**Run 1: routed metal, one colour a layer**

(1.5 px per um) Two of the layers only.
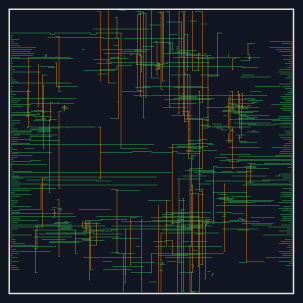
**Run 1: wires at chosen ports, followed through buffers**

(1.5 px per um)
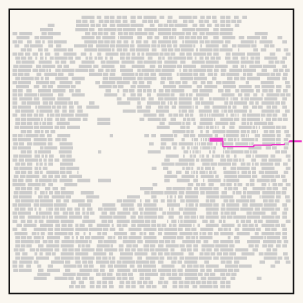
**Run 1: the metal 2 layer**

(2 px per um)
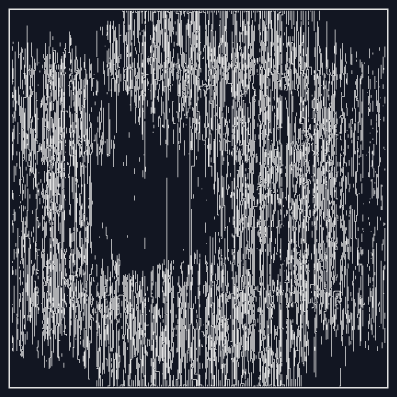
<file path="config.mk">
export PLATFORM = sky130hd
export DESIGN_NAME = mmio_game_bank
export DESIGN_NICKNAME = d
export VERILOG_FILES = /design/src/rtl/mmio_game_pkg.sv /design/src/rtl/mmio_event_latch.sv /design/src/rtl/mmio_game_bank.sv
export SDC_FILE = /design/constraint.sdc
export NUM_CORES = 1
export LEC_CHECK = 0
export CORE_UTILIZATION = 50
export CTS_CLUSTER_SIZE = 40
export DETAILED_ROUTE_END_ITERATION = 12
export PLACE_DENSITY = 0.88
export SETUP_SLACK_MARGIN = 0.5
export SKIP_LAST_GASP = 1
export SLEW_MARGIN = 20
export SYNTH_ARGS = -nofsm -noshare
export SYNTH_HDL_FRONTEND = slang
export SYNTH_SLANG_ARGS = --single-unit
</file>
<file path="constraint.sdc">
create_clock -name clock -period 13.55 [get_ports clock]
set_input_delay 1.355 -clock clock [delete_from_list [all_inputs] [get_ports clock]]
set_output_delay 1.355 -clock clock [all_outputs]
set_load 0.01 [all_outputs]
</file>
<file path="src/rtl/mmio_game_pkg.sv">
// Shared offsets, bit indices and status type for the game MMIO register bank.
package mmio_game_pkg;

  localparam int STS_PENDING   = 0;
  localparam int STS_OVERFLOW  = 1;
  localparam int CTRL_FIRE     = 0;
  localparam int CTRL_TRAJ     = 1;
  localparam int CTRL_IRQ_MASK = 2;

  typedef struct packed {
    logic overflow;
    logic pending;
  } status_t;

  // Offsets beyond the target pairs are packed right after the 2N X/Y words.
  function automatic logic [5:0] ofs_vel(input int n);
    return 6'(2 * n);
  endfunction

  function automatic logic [5:0] ofs_ang(input int n);
    return 6'(2 * n + 1);
  endfunction

  function automatic logic [5:0] ofs_status(input int n);
    return 6'(2 * n + 2);
  endfunction

  function automatic logic [5:0] ofs_ctrl(input int n);
    return 6'(2 * n + 3);
  endfunction

  function automatic logic [5:0] ofs_traj(input int n);
    return 6'(2 * n + 4);
  endfunction

endpackage

</file>
<file path="src/rtl/mmio_event_latch.sv">
// Rising-edge event capture with sticky PENDING/OVERFLOW, two snapshot words
// and a clear-on-read input.
module mmio_event_latch
  import mmio_game_pkg::*;
#(
  parameter int W = 32
) (
  input  logic         clock,
  input  logic         reset,
  input  logic         event_i,
  input  logic         clear_i,
  input  logic [W-1:0] a_i,
  input  logic [W-1:0] b_i,
  output status_t      status_o,
  output logic [W-1:0] snap_a_o,
  output logic [W-1:0] snap_b_o
);

  // Resets to "not seen low", so a level held through reset cannot re-trigger.
  logic         low_seen_q;
  logic         rise;
  status_t      status_q, status_d;
  logic [W-1:0] snap_a_q, snap_a_d;
  logic [W-1:0] snap_b_q, snap_b_d;

  assign rise = event_i & low_seen_q;

  always_comb begin
    status_d = status_q;
    snap_a_d = snap_a_q;
    snap_b_d = snap_b_q;
    if (rise) begin
      snap_a_d = a_i;
      snap_b_d = b_i;
    end
    // A clear in the same cycle as an edge still drops OVERFLOW but keeps the new event.
    status_d.pending  = rise | (status_q.pending & ~clear_i);
    status_d.overflow = ~clear_i & (status_q.overflow | (rise & status_q.pending));
  end

  always_ff @(posedge clock or posedge reset) begin
    if (reset) begin
      low_seen_q <= 1'b0;
      status_q   <= '0;
      snap_a_q   <= '0;
      snap_b_q   <= '0;
    end else begin
      low_seen_q <= ~event_i;
      status_q   <= status_d;
      snap_a_q   <= snap_a_d;
      snap_b_q   <= snap_b_d;
    end
  end

  assign status_o = status_q;
  assign snap_a_o = snap_a_q;
  assign snap_b_o = snap_b_q;

endmodule

</file>
<file path="src/rtl/mmio_game_bank.sv">
// Memory-mapped register bank for targets, trajectory control, fire and PS/2
// line snapshots. Optional irq output under MMIO_GAME_BANK_IRQ_EN.
module mmio_game_bank
  import mmio_game_pkg::*;
#(
  parameter int                NUM_TARGETS = 4,
  parameter int                DATA_W      = 32,
  parameter int                ADDR_W      = 12,
  parameter logic [ADDR_W-1:0] BASE_ADDR   = 12'hF00
) (
  input  logic                          clock,
  input  logic                          reset,
  input  logic [ADDR_W-1:0]             bus_addr,
  input  logic [DATA_W-1:0]             bus_wdata,
  input  logic                          bus_wren,
  input  logic                          bus_rden,
  output logic [DATA_W-1:0]             bus_rdata,
  output logic                          bus_rvalid,
  input  logic                          line_ready,
  input  logic [DATA_W-1:0]             velocity_in,
  input  logic [DATA_W-1:0]             angle_in,
  output logic [NUM_TARGETS*DATA_W-1:0] target_x,
  output logic [NUM_TARGETS*DATA_W-1:0] target_y,
  output logic [DATA_W-1:0]             traj_memloc,
`ifdef MMIO_GAME_BANK_IRQ_EN
  output logic                          irq,
`endif
  output logic                          traj_enable,
  output logic                          fire
);

  localparam logic [5:0] OFS_VEL    = ofs_vel(NUM_TARGETS);
  localparam logic [5:0] OFS_ANG    = ofs_ang(NUM_TARGETS);
  localparam logic [5:0] OFS_STATUS = ofs_status(NUM_TARGETS);
  localparam logic [5:0] OFS_CTRL   = ofs_ctrl(NUM_TARGETS);
  localparam logic [5:0] OFS_TRAJ   = ofs_traj(NUM_TARGETS);

  logic              hit, wr_en, rd_en, status_clr;
  logic [5:0]        ofs;
  logic [DATA_W-1:0] tx_q [NUM_TARGETS];
  logic [DATA_W-1:0] tx_d [NUM_TARGETS];
  logic [DATA_W-1:0] ty_q [NUM_TARGETS];
  logic [DATA_W-1:0] ty_d [NUM_TARGETS];
  logic [DATA_W-1:0] traj_q, traj_d;
  logic              traj_en_q, traj_en_d;
  logic              fire_q, fire_d;
  logic [DATA_W-1:0] rdata_q, rdata_d;
  logic              rvalid_q, rvalid_d;
  logic [DATA_W-1:0] ctrl_rd;
  logic [DATA_W-1:0] snap_vel, snap_ang;
  status_t           sts;

  assign hit   = (bus_addr[ADDR_W-1:6] == BASE_ADDR[ADDR_W-1:6]);
  assign ofs   = bus_addr[5:0];
  assign wr_en = bus_wren & hit;
  // A simultaneous write takes the bus; the read is dropped entirely.
  assign rd_en = bus_rden & ~bus_wren;

  mmio_event_latch #(.W(DATA_W)) u_line_evt (
    .clock    (clock),
    .reset    (reset),
    .event_i  (line_ready),
    .clear_i  (status_clr),
    .a_i      (velocity_in),
    .b_i      (angle_in),
    .status_o (sts),
    .snap_a_o (snap_vel),
    .snap_b_o (snap_ang)
  );

`ifdef MMIO_GAME_BANK_IRQ_EN
  logic irq_mask_q, irq_mask_d;
  logic irq_q;

  always_comb begin
    irq_mask_d = irq_mask_q;
    if (wr_en && ofs == OFS_CTRL) irq_mask_d = bus_wdata[CTRL_IRQ_MASK];
  end

  always_ff @(posedge clock or posedge reset) begin
    if (reset) begin
      irq_mask_q <= 1'b0;
      irq_q      <= 1'b0;
    end else begin
      irq_mask_q <= irq_mask_d;
      irq_q      <= sts.pending & irq_mask_q;
    end
  end

  assign irq = irq_q;
`endif

  always_comb begin
    ctrl_rd            = '0;
    ctrl_rd[CTRL_TRAJ] = traj_en_q;
`ifdef MMIO_GAME_BANK_IRQ_EN
    ctrl_rd[CTRL_IRQ_MASK] = irq_mask_q;
`endif
  end

  always_comb begin
    tx_d      = tx_q;
    ty_d      = ty_q;
    traj_d    = traj_q;
    traj_en_d = traj_en_q;
    fire_d    = 1'b0;
    if (wr_en) begin
      for (int i = 0; i < NUM_TARGETS; i++) begin
        if (ofs == 6'(i))               tx_d[i] = bus_wdata;
        if (ofs == 6'(NUM_TARGETS + i)) ty_d[i] = bus_wdata;
      end
      if (ofs == OFS_CTRL) begin
        fire_d    = bus_wdata[CTRL_FIRE];
        traj_en_d = bus_wdata[CTRL_TRAJ];
      end
      if (ofs == OFS_TRAJ) traj_d = bus_wdata;
    end
  end

  always_comb begin
    rdata_d    = rdata_q;
    rvalid_d   = rd_en;
    status_clr = rd_en & hit & (ofs == OFS_STATUS);
    if (rd_en) begin
      rdata_d = '0;
      if (hit) begin
        for (int i = 0; i < NUM_TARGETS; i++) begin
          if (ofs == 6'(i))               rdata_d = tx_q[i];
          if (ofs == 6'(NUM_TARGETS + i)) rdata_d = ty_q[i];
        end
        if (ofs == OFS_VEL)    rdata_d = snap_vel;
        if (ofs == OFS_ANG)    rdata_d = snap_ang;
        if (ofs == OFS_STATUS) rdata_d = DATA_W'(sts);
        if (ofs == OFS_CTRL)   rdata_d = ctrl_rd;
        if (ofs == OFS_TRAJ)   rdata_d = traj_q;
      end
    end
  end

  always_ff @(posedge clock or posedge reset) begin
    if (reset) begin
      for (int i = 0; i < NUM_TARGETS; i++) begin
        tx_q[i] <= '0;
        ty_q[i] <= '0;
      end
      traj_q    <= '0;
      traj_en_q <= 1'b0;
      fire_q    <= 1'b0;
      rdata_q   <= '0;
      rvalid_q  <= 1'b0;
    end else begin
      tx_q      <= tx_d;
      ty_q      <= ty_d;
      traj_q    <= traj_d;
      traj_en_q <= traj_en_d;
      fire_q    <= fire_d;
      rdata_q   <= rdata_d;
      rvalid_q  <= rvalid_d;
    end
  end

  for (genvar g = 0; g < NUM_TARGETS; g++) begin : g_tgt
    assign target_x[g*DATA_W +: DATA_W] = tx_q[g];
    assign target_y[g*DATA_W +: DATA_W] = ty_q[g];
  end

  assign traj_memloc = traj_q;
  assign traj_enable = traj_en_q;
  assign fire        = fire_q;
  assign bus_rdata   = rdata_q;
  assign bus_rvalid  = rvalid_q;

endmodule

</file>
==> results.sh, run 1 <==
# flow metrics
export IMPL_p_leak_nw=10.5
export IMPL_slowest_stage="nand2b_2"
export IMPL_max_stage_delay_ns=0.76
export IMPL_final_layout_size_suffix_gt1_share_pct=24.5
export IMPL_ys_ff=390
export IMPL_synthToLayoutAreaGrowth_pct=34.9
export IMPL_yosys_stat_seqShare_pct=56.1
export IMPL_slew_headroom_pct=22.6
export IMPL_p_int_mw=1.93
export IMPL_timing_rr_start="target_x[95]"
export IMPL_fin_skew_ns=0.0160
export IMPL_crit_end="bus_rdata[31]"
export IMPL_antenna_found_initial=3
export IMPL_dieArea_um2=35500
export IMPL_ys_warn_count=0
export IMPL_cp_depth=8
export IMPL_r2r_setup_slack_ns=11.73
export IMPL_cts_made_buffers=42
export IMPL_p_comb_share_pct=6.6
export IMPL_synth_async_reset_ratio_pct=100
export IMPL_r2r_end="bus_rdata[31]"
export IMPL_tool_warnings=26
export IMPL_fa_ha_area_share_pct=0
export IMPL_p_sw_mw=0.570
export IMPL_syn_inst=1261
export IMPL_grt_remaining_overflow=0
export IMPL_hold_path_end="bus_rdata[14]"
export IMPL_outcome="completed"
export IMPL_fin_tns_setup_ns=0
export IMPL_ys_types=60
export IMPL_max_vdd_ir_drop_uv=96.2
export IMPL_crit_family="simple AND/OR/NAND/NOR gates"
export IMPL_maxUsedRoutingLayer="met5"
export IMPL_ys_sh_xor_pct=0
export IMPL_grt_pass1_vias=14273
export IMPL_synth_edff_count=0
export IMPL_clock_root_buffer="clkbuf_16"
export IMPL_viasPerCell=6.47
export IMPL_fillCellCount=2343
export IMPL_ys_area_um2=17400
export IMPL_holdCritPathClass="reg -> reg"
export IMPL_postCtsHoldBufs=0
export IMPL_wl_met1_mm=23.4
export IMPL_cts_tree="done"
export IMPL_place_gp_congestion=0.935
export IMPL_drt_iter0_drc=1250
export IMPL_cts_setup_buffers=0
export IMPL_compound_area_share_pct=10.6
export IMPL_yosys_cells=1261
export IMPL_fin_area_um2=23500
export IMPL_cp_num_buf_inv=3
export IMPL_syn_avg_cell_area_um2=13.8
export IMPL_maxCapViolations=0
export IMPL_power_density_nw_per_um2=107
export IMPL_nets=1778
export IMPL_timing_final_crit_share_pct=33.7
export IMPL_worstPathCellList="clkdlybuf4s50_1 > nand2b_2 > inv_2 > nand3_2 > a31oi_2 > buf_4 > o21ai_0 > o21ai_1"
export IMPL_insertion_delay_ns=0.54
export IMPL_worst_pin_slew_ns=1.16
export IMPL_top_cell_area_share_pct=56.1
export IMPL_switching_share_pct=22.8
export IMPL_rr_worst_depth=5
export IMPL_syn_area_um2=17400
export IMPL_simple_gate_area_share_pct=4.40
export IMPL_layout_top_cell="clkdlybuf4s50_1"
export IMPL_fin_crit_ns=4.56
export IMPL_top_usage_layer="met2"
export IMPL_ctsResizeCount=0
export IMPL_pwr_share_clk_pct=44.6
export IMPL_startpoint_type="input pin"
export IMPL_min_path_cells=2
export IMPL_drtPass1Iterations=6
export IMPL_place_area_um2=22100
export IMPL_die_width_um=188
export IMPL_h_tree_depth=2
export IMPL_use_met3_pct=9.48
export IMPL_yosys_top_cells_area="dfrtp_1 (56%), mux2_2 (19%), mux2_1 (5.1%)"
export IMPL_setup_viol=0
export IMPL_largest_area_cell="dfrtp_1"
export IMPL_met1_usage_pct=43.5
export IMPL_cts_clk_slew_worst_paths_ns=0.06
export IMPL_worstHoldStart="bus_rdata[14]"
export IMPL_hpwl_mm=41.9
export IMPL_grt_max_degree=87
export IMPL_seqPwrFrac_pct=48.8
export IMPL_ys_sh_mux_pct=26.3
export IMPL_cts_max_path_buffers=3
export IMPL_die_height_um=188
export IMPL_wl_met3_mm=6.80
export IMPL_path_max_fanout=34
export IMPL_hold_viol=0
export IMPL_met2_length_mm=28.7
export IMPL_core_area_um2=33900
export IMPL_std_cell_rows=67
export IMPL_antenna_left=0
export IMPL_grt_pass1_wl_mm=91.0
export IMPL_fmax_mhz=219
export IMPL_startpoint="bus_wren"
export IMPL_crit_path_end_kind="flop"
export IMPL_crit_type="in -> reg"
export IMPL_synth_logic_top_family="multiplexers"
export IMPL_ys_flop_type="dfrtp_1"
export IMPL_drc_errors=0
export IMPL_cts_sinks=390
export IMPL_lay_top_cells="clkdlybuf4s50_1 (433), dfrtp_1 (390), mux2_2 (301)"
Back to the opening pictures, 'routed metal, one colour a layer':
Key: met4 = orange [wire length 3360 um]; met3 = green [wire length 6800 um]
drt total wl: 62.3 mm
routed length per instance: 29.1 um
via count: 13.9k
GRT Total Usage: 34.4%

Back to the opening pictures, 'wires at chosen ports, followed through buffers':
Key: fire = magenta [direction output, edge right, end cells 1, buffers 1, wire 49.6 um]
I/O pins: 436
I/O Buffers: 435

Back to the opening pictures, 'the metal 2 layer':
1670 nets have wire on it. The longest straight run is 105 um. The wires run mostly vertical. The layer carries 28.7 mm of wire. The layer holds 46% of the routed length.
M2 GR Usage: 54.4%

[run 1: cells in the mapped netlist (11+ instances only)]
cell type / n
o21ai_1: 16
o221ai_1: 13
clkbuf_1: 35
o22ai_1: 23
nand2_1: 36
a31oi_1: 11
dfrtp_1: 390
mux2_2: 301
mux2i_1: 31
o21ai_0: 21
a222oi_1: 22
a221o_1: 11
a221oi_1: 27
buf_2: 48
a2bb2oi_1: 28
a211oi_1: 19
nor2b_1: 20
and2_1: 13
mux2_1: 78
and3_1: 17
[run 1: power groups by stage]
stage	clock network [mW]	logic, mW	registers (mW)
after floorplan	0	0.0787	1.23
after global placement	0	0.157	1.24
after detailed placement	0	0.161	1.24
after CTS	1.12	0.162	1.22
after global routing	1.17	0.173	1.22
final	1.12	0.164	1.22
[run 1: through the flow]
stage / hold WS, ns / utilization [%] / total power, mW / worst slack [ns] / cells
2_1_floorplan: 0.458 / - / 1.31 / 1.35 / 1261
3_3_place_gp: 0.480 / 65.1 / 1.40 / 8.69 / 2066
3_5_place_dp: 0.486 / 65.2 / 1.40 / 8.61 / 2068
4_1_cts: 0.499 / 69.2 / 2.50 / 9.16 / 2139
5_1_grt: 0.525 / 69.3 / 2.57 / 9.02 / 2142
6_report: 0.504 / 69.3 / 2.50 / 8.99 / 2142
[run 1: cell type report]
| type | count | area [um^2] | area share (%) |
|---|---|---|---|
| Antenna cell | 2 | 5.00 | 0.0213 |
| Inverter | 5 | 26.3 | 0.112 |
| Tap cell | 448 | 561 | 2.39 |
| Clock inverter | 8 | 68.8 | 0.293 |
| Timing Repair Buffer | 452 | 4530 | 19.3 |
| Sequential cell | 390 | 9760 | 41.6 |
| Clock buffer | 63 | 1260 | 5.39 |
| Multi-Input combinational cell | 774 | 7240 | 30.9 |
**Run 1: placement view**

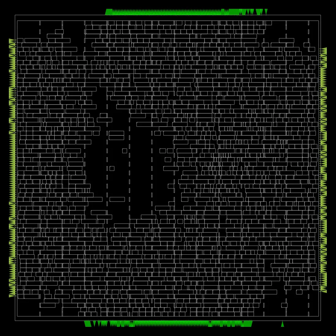

==> run 1 -> run 2 <==
==> constraint.sdc (replaced) <==
create_clock -name clock -period 4.2 [get_ports clock]
set_input_delay 0.42 -clock clock [delete_from_list [all_inputs] [get_ports clock]]
set_output_delay 0.42 -clock clock [all_outputs]
set_load 0.01 [all_outputs]
**Run 2: placement view**

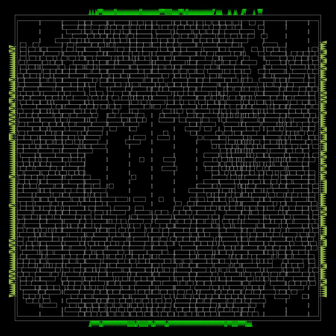
fill count: 2289
Final Non-Filler Cells: 2174
Seq/total area: 41.1%

**Run 2: routed metal, one colour a layer**

(1.5 px per um) Two of the layers only.
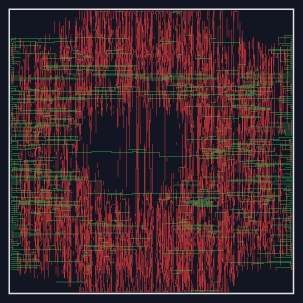
Key: met3 = green [wire length 6380 um]; met2 = red [wire length 30.4 mm]
drt total wl: 63.2 mm
routed length per instance: 29.1 um
via count: 13.9k

==> run 2 against run 1 <==
  * Clock-buffer cell count increased by 2
  * Sequential power increased to 3.2 times the previous value
  * Sequential cell count unchanged
  * Via count increased by 0.30%
  * Core utilization increased by 0.91 points
  * Design area increased by 1.3%
  * Sequential share of layout area decreased by 0.54 points
  * Critical path depth decreased by 1
  * Die area unchanged
  * Non-clock buffer count increased by 24
  * Register-to-register slack got worse by 9.3 ns
==> results.sh, run 2 <==
# flow metrics
export IMPL_outcome="completed"
export IMPL_slew_headroom_pct=27.9
export IMPL_syn_inst=1261
export IMPL_hold_viol=0
export IMPL_layout_top_cell="clkdlybuf4s50_1"
export IMPL_syn_nets=1374
export IMPL_tool_warnings=27
export IMPL_maxUsedRoutingLayer="met4"
export IMPL_wl_met3_mm=6.38
export IMPL_crit_path_end_kind="flop"
export IMPL_p_leak_nw=10.6
export IMPL_ys_warn_count=0
export IMPL_timing_rr_start="u_line_evt.low_seen_q"
export IMPL_fmax_mhz=346
export IMPL_r2r_setup_slack_ns=2.40
export IMPL_h_tree_depth=2
export IMPL_switching_share_pct=23.0
export IMPL_power_group_top="sequential cells"
export IMPL_maxCapViolations=0
export IMPL_ys_ff=390
export IMPL_worstPathCellList="clkdlybuf4s50_1 > and4bb_1 > and2_1 > nand2_2 > nor2_4 > buf_4 > mux2_2"
export IMPL_yosys_top_cells_area="dfrtp_1 (56%), mux2_2 (19%), mux2_1 (5.1%)"
export IMPL_seqPwrFrac_pct=47.5
export IMPL_grt_max_degree=98
export IMPL_synth_edff_count=0
export IMPL_top_cell_area_share_pct=56.1
export IMPL_rr_worst_depth=2
export IMPL_final_core_util_pct=70.2
export IMPL_lay_top_cells="clkdlybuf4s50_1 (433), dfrtp_1 (390), mux2_2 (301)"
export IMPL_syn_avg_cell_area_um2=13.8
export IMPL_drt_iter0_drc=1318
export IMPL_antenna_left=0
export IMPL_fin_crit_ns=2.89
export IMPL_wl_met1_mm=23.1
export IMPL_top_cells_by_count="dfrtp_1 (390), mux2_2 (301), mux2_1 (78)"
export IMPL_cts_tree="done"
export IMPL_grt_pass1_wl_mm=93.7
export IMPL_ctsResizeCount=0
export IMPL_p_seq_mw=3.94
export IMPL_worst_pin_slew_ns=1.08
export IMPL_critical_path_arrival_ns=3.31
export IMPL_io_buffers=435
export IMPL_p_int_mw=6.38
export IMPL_powerClk_mw=3.81
export IMPL_fin_skew_ns=0.00988
export IMPL_rsz0062_at_grt="no"
export IMPL_place_gp_congestion=0.935
export IMPL_ys_flop_type="dfrtp_1"
export IMPL_grt_pass1_vias=14550
export IMPL_cts_made_buffers=42
export IMPL_yosys_cells=1261
export IMPL_cp_required_ns=4.62
export IMPL_max_vdd_ir_drop_uv=395
export IMPL_ys_types=60
export IMPL_clock_root_buffer="clkbuf_16"
export IMPL_floorplan_core_util_pct=51.3
export IMPL_pwr_share_clk_pct=46.0
export IMPL_fin_area_um2=23800
export IMPL_pre_cts_ws_ns=0.855
export IMPL_path_max_fanout=14
export IMPL_cts_sinks=390
export IMPL_grt_remaining_overflow=0
export IMPL_viasPerCell=6.40
export IMPL_dieArea_um2=35500
export IMPL_std_cell_rows=67
export IMPL_insertion_delay_ns=0.55
export IMPL_max_stage_delay_ns=0.61
export IMPL_startpoint_type="input pin"
export IMPL_grt_usage_pct=35.4
export IMPL_io_pin_count=436
export IMPL_synthToLayoutAreaGrowth_pct=36.7
export IMPL_crit_type="in -> reg"
export IMPL_syn_area_um2=17400
export IMPL_drc_errors=0
export IMPL_crit_end="target_x[68]"
export IMPL_met2_length_mm=30.4
export IMPL_cts_clk_slew_worst_paths_ns=0.06
export IMPL_core_area_um2=33900
export IMPL_drtPass1Iterations=6
export IMPL_r2r_end="u_line_evt.snap_b_o[18]"
export IMPL_largest_area_cell="dfrtp_1"
export IMPL_setup_viol=0
export IMPL_place_inst=2093
export IMPL_antenna_found_initial=3
export IMPL_place_area_um2=22300
export IMPL_p_comb_share_pct=6.5
export IMPL_p_comb_mw=0.539
export IMPL_fin_ws_ns=1.31
export IMPL_finalMaxSlewViolations=0
export IMPL_ys_area_um2=17400
export IMPL_hpwl_mm=42.6
export IMPL_p_sw_mw=1.91
export IMPL_die_height_um=188
export IMPL_power_density_nw_per_um2=349
export IMPL_final_layout_size_suffix_gt1_share_pct=25.9
export IMPL_yosys_stat_seqShare_pct=56.1
export IMPL_startpoint="bus_addr[7]"
export IMPL_top_cell="dfrtp_1"
export IMPL_slowest_stage="nor2_4"
export IMPL_timing_final_crit_share_pct=68.7
export IMPL_holdCritPathClass="in -> reg"
export IMPL_synth_async_reset_ratio_pct=100
export IMPL_cts_max_path_buffers=3
export IMPL_cts_setup_buffers=0
export IMPL_postCtsHoldBufs=0
export IMPL_die_width_um=188
export IMPL_nets=1802
**Run 2: wires at chosen ports, followed through buffers**

(1.5 px per um)
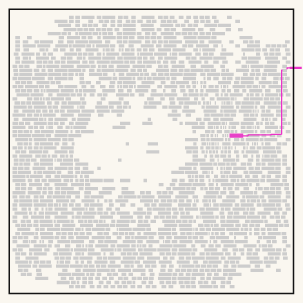
Key: fire = magenta [direction output, edge right, end cells 1, buffers 1, wire 74.4 um]

-- run 2: cell type report --
cell class	count	area, um^2
fill	2289	10100
sequential	390	9760
timing repair buffer	476	4750
inverter	5	22.5
tap	448	561
clock inverter	13	115
multi-input combinational	774	7240
clock buffer	65	1310
antenna	3	7.51
-- run 2: cell families after synthesis --
kind of cell | Yosys count | share of synthesized area, %
multiplexers | 410 | 26.3
flip-flops | 390 | 56.1
AND-OR/OR-AND | 236 | 10.6
AND/OR/NAND/NOR | 128 | 4.40
buffers and inverters | 97 | 2.53
-- run 2: critical path, delay by kind of cell --
family | cells | cell delay, ns
buf+inv | 2 | 0.83
mux | 1 | 0.38
simple gates | 4 | 1.65
-- run 2: worst min-delay path by stage --
stage                             end  cells past startpoint                    from  slack, ns
2_1_floorplan  u_line_evt.status_o[0]                      2  u_line_evt.status_o[0]       0.46
3_3_place_gp            bus_rdata[22]                      2           bus_rdata[22]       0.48
3_5_place_dp             bus_rdata[3]                      2            bus_rdata[3]       0.49
4_1_cts                          fire                      3             bus_addr[0]       0.39
5_1_grt                          fire                      3             bus_addr[0]       0.42
6_report                         fire                      3             bus_addr[0]       0.43
-- run 2: metal layers --
metal / vias up / GRT usage [%]
met1: 7097 / 43.2
met4: 0 / 17.6
met3: 219 / 9.65
met2: 934 / 57.9
met5: - / 0
li1: 5655 / -
-- run 2: per-stage QoR --
stage	TNS [ns]	power [mW]	hold slack (ns)
6_report	0	8.29	0.425
5_1_grt	0	8.49	0.425
4_1_cts	0	8.29	0.391
3_5_place_dp	0	4.53	0.490
3_3_place_gp	0	4.51	0.481
2_1_floorplan	-571.70	4.23	0.458
Power figures rest on the tool's default switching activity, not on a simulated workload.
